$ cat src/rtl/zxbus_int_ctrl_if.sv
// ZXiznet interrupt-sequencer signal bundle: source lines, #83AB enable bits,
// Z80 acknowledge strobe and the resulting interrupt outputs.
interface zxbus_int_ctrl_if;
    logic       w5300_int_n;
    logic       sl811_intrq;
    logic       ena_w5300_int;
    logic       ena_sl811_int;
    logic       ena_zxbus_int;
    logic       intack;
    logic       internal_int;
    logic       zx_int_n;
    logic [1:0] int_src;
    logic       busy;

    modport slave (
        input  w5300_int_n, sl811_intrq,
        input  ena_w5300_int, ena_sl811_int, ena_zxbus_int,
        input  intack,
        output internal_int, zx_int_n, int_src, busy
    );

    modport master (
        output w5300_int_n, sl811_intrq,
        output ena_w5300_int, ena_sl811_int, ena_zxbus_int,
        output intack,
        input  internal_int, zx_int_n, int_src, busy
    );
endinterface

$ cat src/rtl/zxbus_int_ctrl.sv
// ZXiznet interrupt sequencer: synchronises and masks the W5300/SL811 requests
// and drives ZX-bus /INT as acknowledge-terminated pulses with a re-arm hold-off.
module zxbus_int_ctrl #(
    parameter int unsigned INT_LEN = 32,
    parameter int unsigned HOLDOFF = 1024
) (
    input  logic           clk,
    input  logic           rst,
    zxbus_int_ctrl_if.slave bus
);

    localparam int unsigned MAX_LEN = (INT_LEN > HOLDOFF) ? INT_LEN : HOLDOFF;
    localparam int unsigned CW      = $clog2(MAX_LEN) + 1;

    typedef enum logic [1:0] {
        S_IDLE,
        S_PULSE,
        S_HOLDOFF
    } state_t;

    logic [1:0]    sw_sync;
    logic [1:0]    ss_sync;
    logic          sw;
    logic          ss;
    logic          internal_int_q;

    state_t        state_q, state_d;
    logic [CW-1:0] cnt_q, cnt_d;
    logic          zx_int_n_q, zx_int_n_d;
    logic [1:0]    int_src_q, int_src_d;
    logic          busy_q;

    assign sw = sw_sync[1];
    assign ss = ss_sync[1];

    always_ff @(posedge clk) begin
        if (rst) begin
            sw_sync        <= '0;
            ss_sync        <= '0;
            internal_int_q <= 1'b0;
        end else begin
            sw_sync        <= {sw_sync[0], ~bus.w5300_int_n};
            ss_sync        <= {ss_sync[0], bus.sl811_intrq};
            internal_int_q <= (sw & bus.ena_w5300_int) | (ss & bus.ena_sl811_int);
        end
    end

    always_comb begin
        state_d    = state_q;
        cnt_d      = cnt_q;
        zx_int_n_d = zx_int_n_q;
        int_src_d  = int_src_q;
        case (state_q)
            S_IDLE: begin
                zx_int_n_d = 1'b1;
                if (internal_int_q && bus.ena_zxbus_int) begin
                    state_d    = S_PULSE;
                    zx_int_n_d = 1'b0;
                    cnt_d      = CW'(INT_LEN - 1);
                    int_src_d  = {ss & bus.ena_sl811_int, sw & bus.ena_w5300_int};
                end
            end
            S_PULSE: begin
                // Disabling aborts straight to IDLE; acknowledge or timeout earns a hold-off.
                if (!bus.ena_zxbus_int) begin
                    state_d    = S_IDLE;
                    zx_int_n_d = 1'b1;
                end else if (bus.intack || cnt_q == '0) begin
                    state_d    = S_HOLDOFF;
                    zx_int_n_d = 1'b1;
                    cnt_d      = CW'(HOLDOFF - 1);
                end else begin
                    cnt_d = cnt_q - CW'(1);
                end
            end
            S_HOLDOFF: begin
                zx_int_n_d = 1'b1;
                if (cnt_q == '0) begin
                    state_d = S_IDLE;
                end else begin
                    cnt_d = cnt_q - CW'(1);
                end
            end
            default: begin
                state_d    = S_IDLE;
                zx_int_n_d = 1'b1;
            end
        endcase
    end

    always_ff @(posedge clk) begin
        if (rst) begin
            state_q    <= S_IDLE;
            cnt_q      <= '0;
            zx_int_n_q <= 1'b1;
            int_src_q  <= '0;
            busy_q     <= 1'b0;
        end else begin
            state_q    <= state_d;
            cnt_q      <= cnt_d;
            zx_int_n_q <= zx_int_n_d;
            int_src_q  <= int_src_d;
            busy_q     <= (state_d != S_IDLE);
        end
    end

    assign bus.internal_int = internal_int_q;
    assign bus.zx_int_n     = zx_int_n_q;
    assign bus.int_src      = int_src_q;
    assign bus.busy         = busy_q;

endmodule

$ cat src/flat_wrapper.sv
// flat-port wrapper written by rule: the top's interface ports become plain ports
module zxbus_int_ctrl_flat 
#(
    parameter int unsigned INT_LEN = 32,
    parameter int unsigned HOLDOFF = 1024
)
  (clk, rst, bus_w5300_int_n, bus_sl811_intrq, bus_ena_w5300_int, bus_ena_sl811_int, bus_ena_zxbus_int, bus_intack, bus_internal_int, bus_zx_int_n, bus_int_src, bus_busy);
  zxbus_int_ctrl_if bus_i ();
  input  logic clk;
  input  logic rst;
  input wire logic [$bits(bus_i.w5300_int_n)-1:0] bus_w5300_int_n;
  input wire logic [$bits(bus_i.sl811_intrq)-1:0] bus_sl811_intrq;
  input wire logic [$bits(bus_i.ena_w5300_int)-1:0] bus_ena_w5300_int;
  input wire logic [$bits(bus_i.ena_sl811_int)-1:0] bus_ena_sl811_int;
  input wire logic [$bits(bus_i.ena_zxbus_int)-1:0] bus_ena_zxbus_int;
  input wire logic [$bits(bus_i.intack)-1:0] bus_intack;
  output wire logic [$bits(bus_i.internal_int)-1:0] bus_internal_int;
  output wire logic [$bits(bus_i.zx_int_n)-1:0] bus_zx_int_n;
  output wire logic [$bits(bus_i.int_src)-1:0] bus_int_src;
  output wire logic [$bits(bus_i.busy)-1:0] bus_busy;
  assign bus_i.w5300_int_n = bus_w5300_int_n;
  assign bus_i.sl811_intrq = bus_sl811_intrq;
  assign bus_i.ena_w5300_int = bus_ena_w5300_int;
  assign bus_i.ena_sl811_int = bus_ena_sl811_int;
  assign bus_i.ena_zxbus_int = bus_ena_zxbus_int;
  assign bus_i.intack = bus_intack;
  assign bus_internal_int = bus_i.internal_int;
  assign bus_zx_int_n = bus_i.zx_int_n;
  assign bus_int_src = bus_i.int_src;
  assign bus_busy = bus_i.busy;
  zxbus_int_ctrl #(.INT_LEN(INT_LEN), .HOLDOFF(HOLDOFF)) u_core (.clk(clk), .rst(rst), .bus(bus_i));
endmodule
$ cat config.mk
export PLATFORM = sky130hd
export DESIGN_NAME = zxbus_int_ctrl_flat
export DESIGN_NICKNAME = d
export VERILOG_FILES = /design/src/rtl/zxbus_int_ctrl_if.sv /design/src/rtl/zxbus_int_ctrl.sv /design/src/flat_wrapper.sv
export SDC_FILE = /design/constraint.sdc
export NUM_CORES = 1
export LEC_CHECK = 0
export CORE_MARGIN = 2
export CORE_UTILIZATION = 35
export CTS_CLUSTER_SIZE = 16
export DETAILED_ROUTE_END_ITERATION = 12
export PLACE_DENSITY = 0.57
export SLEW_MARGIN = 20
export SYNTH_ARGS = -nofsm -noshare
export SYNTH_HDL_FRONTEND = slang
export SYNTH_SLANG_ARGS = --single-unit
$ cat constraint.sdc
create_clock -name clk -period 1.85 [get_ports clk]
set_input_delay 0.37 -clock clk [delete_from_list [all_inputs] [get_ports clk]]
set_output_delay 0.37 -clock clk [all_outputs]
set_load 0.005 [all_outputs]
Run 1, register map, names as in the netlist:
The bar under the picture is 20 um long.
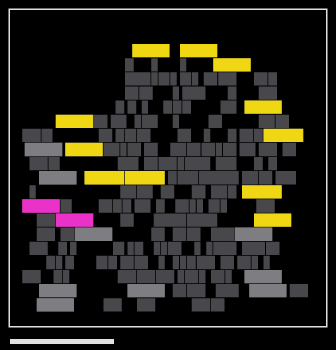
| signal | color | placed flops |
|---|---|---|
| `u_core.sw_sync` | magenta | 2 |
| `u_core.cnt_q` | yellow | 11 |
sequential power: 497 uW
Seq area share: 28.08%
sequential cell area: 445.4 sq um
Final Core Density: 51.54%

Run 1, met2 routing:
The bar under the picture is 20 um long.
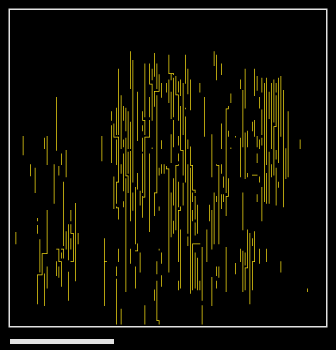
wire length on this layer: 1310 um
longest straight run: 24.1 um
nets with wire on the layer: 156
main direction: vertical
share of all routed wire: 47%
GR Layer Usage met2: 28.73%
vias: 1105
Routed Wire Length: 2.767 mm

Run 1, congestion heat map:
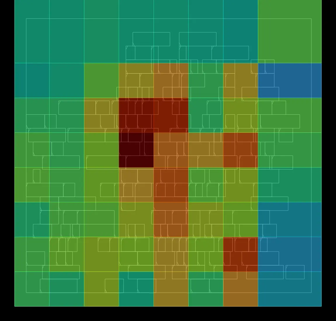
GRT Total Usage: 17.31%
met1 usage: 22.34%

==> results.ini, run 1 <==
[die]
io_pins=13
rows=20
fp-utilization_pct=36.79
design.core.area_sq_mm=0.003078
die_y_um=60.88
die-area_sq_mm=0.003706
die_w_um=60.88

[timing]
worstMarginPinSlew_ns=0.3659
setup_viol=11
max_slew_margin_pct=75.61
min_period_ns=1.918
period_used_pct=103.7
fin_ws_ns=-0.06782
rsz0062_at_grt=yes
hold_viol=0
max_freq_mhz=521.4
fin_setup_tns_ns=-0.4774
fin_skew_ns=0.006312
maxSlewViolCount=0

[run]
warning_count=32
maxCapViolCount=0

[final_layout]
final_cell_mix=buf_4, dfxtp_1, nor2_1
diodes=0
drive_above_1_share_pct=27.75
layout_top_cell=buf_4
syn2layout_area_growth_pct=40.11
nNetsFinal=187

[route]
routed.top_layer=met4
dr.pass1.iters=4
routed-wl-met2_mm=1.311
ant_nets=0
wl_met1_mm=1.346
routed-wl-met3_um=80
vias_per_cell=5.092
route.detailed.drc=0
wire_per_inst_um=12.75
drtIter0Drc=58

[cts]
cts_made_buffers=3
postCtsSetupRepairBufs=3
clk_pin_slew_ns=0.13
h-tree-depth=1
cts_tree=built
cts_root_buf=clkbuf_4
clockBufferDepth=2
cts_hold_repair.buffers=0
clock-sinks=22
clock_latency_ns=0.31
cts-resized-gates=4

[synth]
ys_cells=132
syn_avg_cell_area_sq_um=8.578
yosysWarnings=0
async_flop_share_pct=0
synth_area_sq_mm=0.001132
fp_nets=145
top_cell_area_share_pct=38.90
syn_inst=132
ys.flop_type=dfxtp_1
ys_ff=22
ys_types=36
ys_seq_share_pct=38.90
yosysChipArea_sq_mm=0.001132
yosys.area.top_type=dfxtp_1
ys_top_cells_by_area=dfxtp_1, ha_1, o21ai_0
synth-edff-count=0

[global_routing]
grt_pass1_vias=1083
gr-total-overflow=0
grt_pass1_wl_mm=4.788
grt_max_degree=13
antenna_found_initial=0

[pwr]
power.internal_uw=739.4
p_per_area_mw_per_mm2=649.0
clkPwrFrac_pct=26.1
power.static_leakage_uw=0.0006742
seqPwrFrac_pct=48.3
ir_drop_mv=0.3093
switchingPower_uw=290.2
swShare_pct=28.19
comb_power_share_pct=25.6

[placement]
dp_hpwl_mm=1.993
portBuffers=12
gp_congestion=0.8262

[worst_setup_path]
startpoint_type=register
cp-end-kind=register
required_ns=2.09
arrival_ns=2.16
crit_fanout=6
worstSetupPathType=register to register

[outcome]
status=finished, violations left
failed_checks=setup timing

[hold_path]
hold_path.class=register to register

==> run 1: sequential cells by signal, indices dropped and copies added (netlist names) <==
signal,count
u_core.ss_sync,2
u_core.bus.int_src,2
u_core.bus.internal_int,1
u_core.state_q,2
u_core.sw_sync,2
u_core.cnt_q,11
u_core.bus.busy,1
u_core.bus.zx_int_n,1
==> run 1: kinds of logic (layout without fill, tap and decap cells) <==
kind of cell	after synthesis	in the layout	synth area share, %
and+or+nand+nor	51	51	24.09
AOI/OAI and AO/OA	39	39	23.43
DFF	22	22	38.89
buffers and inverters	9	50	3.315
adders and majority gates	5	5	5.525
xor gates and xnor gates	5	5	3.867
muxes	1	1	0.8840
==> run 1: worst paths after layout <==
path / start / to / slack [ns] / cells after the start
hold reg to reg: u_core.sw_sync[0] / u_core.sw_sync[1] / 0.45 / 1
setup / recovery: u_core.cnt_q[7] / u_core.cnt_q[5] / -0.07 / 7
setup reg to reg: u_core.cnt_q[7] / u_core.cnt_q[5] / -0.07 / 7
hold / removal: u_core.sw_sync[0] / u_core.sw_sync[1] / 0.45 / 1
==> run 1: stage by stage <==
| step | setup WS, ns | cells | hold slack [ns] | power [uW] | area (sq um) |
|---|---|---|---|---|---|
| 2_1_floorplan | -0.02791 | 132 | 0.4138 | 646.9 | 1142 |
| 3_3_place_gp | -0.09351 | 209 | 0.4303 | 737.2 | 1479 |
| 3_5_place_dp | -0.1327 | 209 | 0.4270 | 741.2 | 1479 |
| 4_1_cts | -0.08018 | 216 | 0.4568 | 1028 | 1549 |
| 5_1_grt | -0.1471 | 217 | 0.4680 | 1090 | 1587 |
| 6_report | -0.06782 | 217 | 0.4527 | 1030 | 1587 |
==> run 1: power groups by stage <==
| stage | registers (uW) | logic [uW] | clock network (uW) |
|---|---|---|---|
| after detailed placement | 507 | 234 | 0 |
| final | 497 | 264 | 269 |
| after CTS | 497 | 247 | 284 |
| after floorplan | 510 | 137 | 0 |
| after global routing | 499 | 289 | 303 |
| after global placement | 507 | 230 | 0 |
==> run 1: cells in the mapped netlist, types with 2 or more instances <==
cell type	count
a21oi_1	8
a31o_2	2
a31oi_1	2
a32o_1	5
clkbuf_1	2
dfxtp_1	22
ha_1	5
inv_1	5
nand2_1	11
nand3_1	4
nand3b_1	3
nor2_1	16
nor2b_1	5
nor3_1	4
o21ai_0	12
or4_1	2
xor2_1	5
==> run 1: critical path: stages (launching register included) <==
cell     delay [ns]
dfxtp_2        0.34
or4_4          0.55
nor4_4         0.23
buf_6          0.17
buf_4          0.12
o21ai_4        0.06
a211o_1        0.26
a21oi_1        0.12
==> run 1: routing by layer <==
| metal | global-route usage (%) | vias to the layer above |
|---|---|---|
| li1 | - | 563 |
| met1 | 22.34 | 518 |
| met2 | 28.73 | 20 |
| met3 | 2.559 | 4 |
| met4 | 7.453 | 0 |
| met5 | 0 | - |
==> run 1: final cells by class <==
class                           count  area, sq um
Multi-Input combinational cell    101        693.2
Fill cell                         303         1491
Timing Repair Buffer               40        334.1
Inverter                            6        22.52
Tap cell                           44        55.05
Clock buffer                        4        36.28
Sequential cell                    22        445.4
Run 1, metal 3:
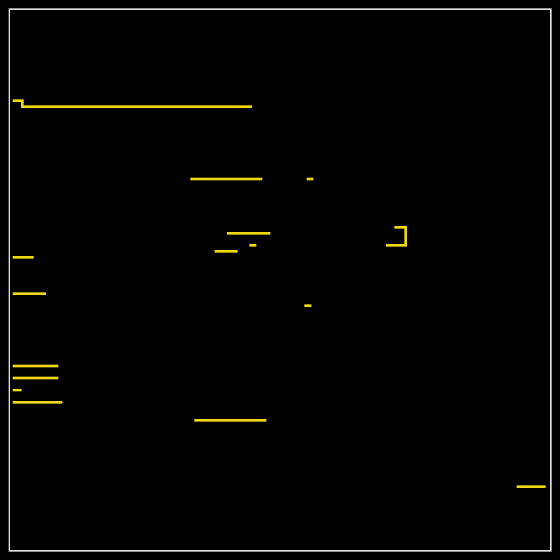

--- run 2 (diff from run 1) ---
Settings changed: CELL_PAD_IN_SITES_DETAIL_PLACEMENT set to 0, CELL_PAD_IN_SITES_GLOBAL_PLACEMENT set to 1, PLACE_DENSITY 0.57 to 0.71.
Clock period 1.85 ns to 1.75 ns, I/O delays scaled along.
Run 2, metal 3:
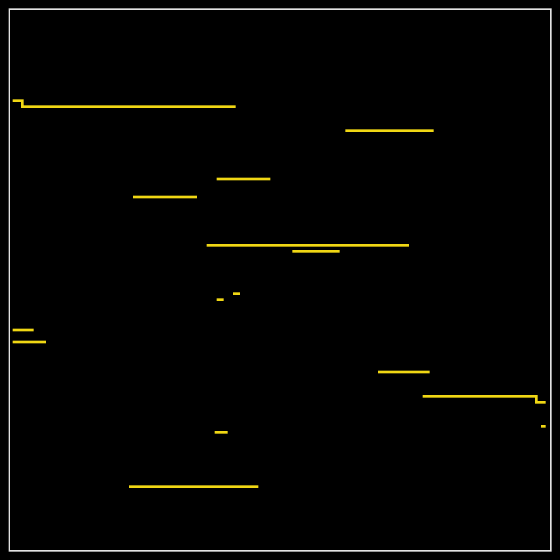
main direction: horizontal
longest straight run: 23.9 um
nets with wire on the layer: 12
share of all routed wire: 4.1%
wire length on this layer: 117 um
met3 GRT Util: 2.132%
vias: 1144

Run 2, register map, names as in the netlist:
The bar under the picture is 20 um long.
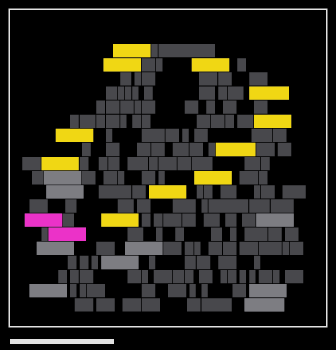
| signal | color | placed flops |
|---|---|---|
| `u_core.sw_sync` | magenta | 2 |
| `u_core.cnt_q` | yellow | 11 |
sequential cell area: 444.2 sq um
sequential power: 525 uW
Seq area share: 27.27%
Final Core Density: 52.93%

==> results.ini, run 2 <==
[timing]
fin_ws_ns=-0.1700
hold_viol=0
period_used_pct=109.7
min_period_ns=1.920
worstMarginPinSlew_ns=0.3786
hold_slack_ns=0.4536
maxSlewViolCount=0
rsz0062_at_grt=yes
max_slew_margin_pct=74.76
setup_viol=13
fin_skew_ns=0.007399
max_freq_mhz=520.8

[hold_path]
min_to=u_core.ss_sync[1]
hp-start=u_core.ss_sync[0]
hold_path.class=register to register
hold_depth=1

[final_layout]
regMostFlops=u_core.cnt_q
nFillCells=304
drive_above_1_share_pct=28.09
nNetsFinal=192
largest_register_ffs=11
layout_top_cell=buf_4
final_cell_mix=buf_4, dfxtp_1, nor2_1
diodes=0
syn2layout_area_growth_pct=43.87

[route]
wire_per_inst_um=12.83
drt_wl_total_mm=2.848
dr.pass1.iters=4
drtIter0Drc=53
vias_per_cell=5.153
ant_nets=0
route.detailed.drc=0

[die]
fp-utilization_pct=36.79
die-area_sq_mm=0.003706
rows=20
design.core.area_sq_mm=0.003078
die_y_um=60.88
io_pins=13

[placement]
gp_congestion=0.8603
dp_hpwl_mm=2.140
post-place-ws_ns=-0.1546
portBuffers=12

[worst_setup_path]
cp-end-kind=register
rr_worst_depth=6
crit_fanout=6
worstSetupPathType=register to register
r2r-end=u_core.bus.busy
critPathBufInv=1
rr_startpoint=u_core.cnt_q[7]
slowest_delay_ns=0.55
crit_slowest_cell=or4_4
reg2reg_slack_ns=-0.17
required_ns=1.98
startpoint_type=register
cp_cell_sequence=or4_4 > nor4_4 > buf_6 > nor3_4 > o311a_1 > o21bai_1
worst_path_dominant_cell_family=simple AND/OR/NAND/NOR gates

[synth]
yosysWarnings=0
async_flop_share_pct=0
top_cell_area_share_pct=38.90
ys_types=36
synth-edff-count=0
syn_avg_cell_area_sq_um=8.578
fp_nets=145
ys_top_cells_by_area=dfxtp_1, ha_1, o21ai_0
yosysChipArea_sq_mm=0.001132
ys.flop_type=dfxtp_1
yosys.area.top_type=dfxtp_1
syn_inst=132
ys_ff=22

[pwr]
ir_drop_mv=0.2883
p_per_area_mw_per_mm2=741.9
power_uw=1209

[global_routing]
antenna_found_initial=0
grt_pass1_wl_mm=4.864
grt_max_degree=14
grt_use_total_pct=17.62
gr-total-overflow=0

[cts]
clockBufferDepth=2
cts_root_buf=clkbuf_4
cts_made_buffers=3
clock-sinks=22
cts_tree=built
clk_pin_slew_ns=0.13
clock_latency_ns=0.33
h-tree-depth=1

[run]
warning_count=32

[outcome]
failed_checks=setup timing
status=finished, violations left

run 2: cell count changes in the layout (fill, tap and decap cells not counted), sizes merged:
cell    change
buf         +5
bufinv      +1
clkbuf      -1
run 2: cell type report:
cell class / instances / area, sq um / area share, %
inverters: 6 / 22.52 / 1.382
clock inverters: 1 / 30.03 / 1.843
clock buffers: 3 / 22.52 / 1.382
multi-input cells: 101 / 683.2 / 41.94
repair buffers: 45 / 371.6 / 22.81
well taps: 44 / 55.05 / 3.379
flip-flops and latches: 22 / 444.2 / 27.27
run 2: timing repair:
action,4_1_cts,5_1_grt
resized,2,6
hold buffers,0,0
endpoints found under the setup margin,13,14
buffers inserted,0,1
cloned,0,0
pin swaps,0,3
run 2: worst max-delay path by stage:
stage,cells after the start,end,start,slack [ns]
after floorplan,5,u_core.bus.busy,u_core.cnt_q[9],-0.13
after global placement,6,u_core.bus.busy,u_core.cnt_q[9],-0.13
after detailed placement,6,u_core.bus.busy,u_core.cnt_q[9],-0.15
after CTS,6,u_core.bus.busy,u_core.cnt_q[9],-0.16
after global routing,6,u_core.bus.busy,u_core.cnt_q[7],-0.23
final,6,u_core.bus.busy,u_core.cnt_q[7],-0.17
run 2: cell families after synthesis:
family                   after synthesis  synth area share [%]
AND/OR/NAND/NOR                       51                 24.09
flip-flops                            22                 38.89
adder cells (fa/ha/maj)                5                 5.525
buffers and inverters                  9                 3.315
multiplexers                           1                0.8840
AND-OR/OR-AND                         39                 23.43
XOR/XNOR                               5                 3.867
run 2: layer usage:
metal | routed length, um | share of wire [%] | track usage, % | vias to the layer above
met5 | 0 | 0 | 0 | -
met4 | 50 | 1.8 | 8.075 | 0
met3 | 116 | 4.1 | 2.132 | 5
met2 | 1319 | 46 | 27.04 | 23
met1 | 1361 | 48 | 24.71 | 544
li1 | - | - | - | 572
run 2: worst register-to-register path: stages (launching register included):
cell and delay, ns:
dfxtp_2 0.34, or4_4 0.55, nor4_4 0.23, buf_6 0.17, nor3_4 0.05, o311a_1 0.35, o21bai_1 0.15
run 2: power by group:
part	switching [uW]	internal, uW	total (uW)
logic	139	143	281
clock network	171	232	403
registers	7.82	517	525
run 2: per-stage QoR:
step / setup TNS (ns) / instances / area, sq um / util [%]
final: -1.411 / 222 / 1629 / 52.93
after global routing: -2.263 / 222 / 1629 / 52.93
after CTS: -1.379 / 221 / 1600 / 51.99
after detailed placement: -1.156 / 217 / 1548 / 50.28
after global placement: -0.9316 / 217 / 1548 / 50.28
after floorplan: -0.7856 / 132 / 1151 / -
Power figures rest on the tool's default switching activity, not on a simulated workload.
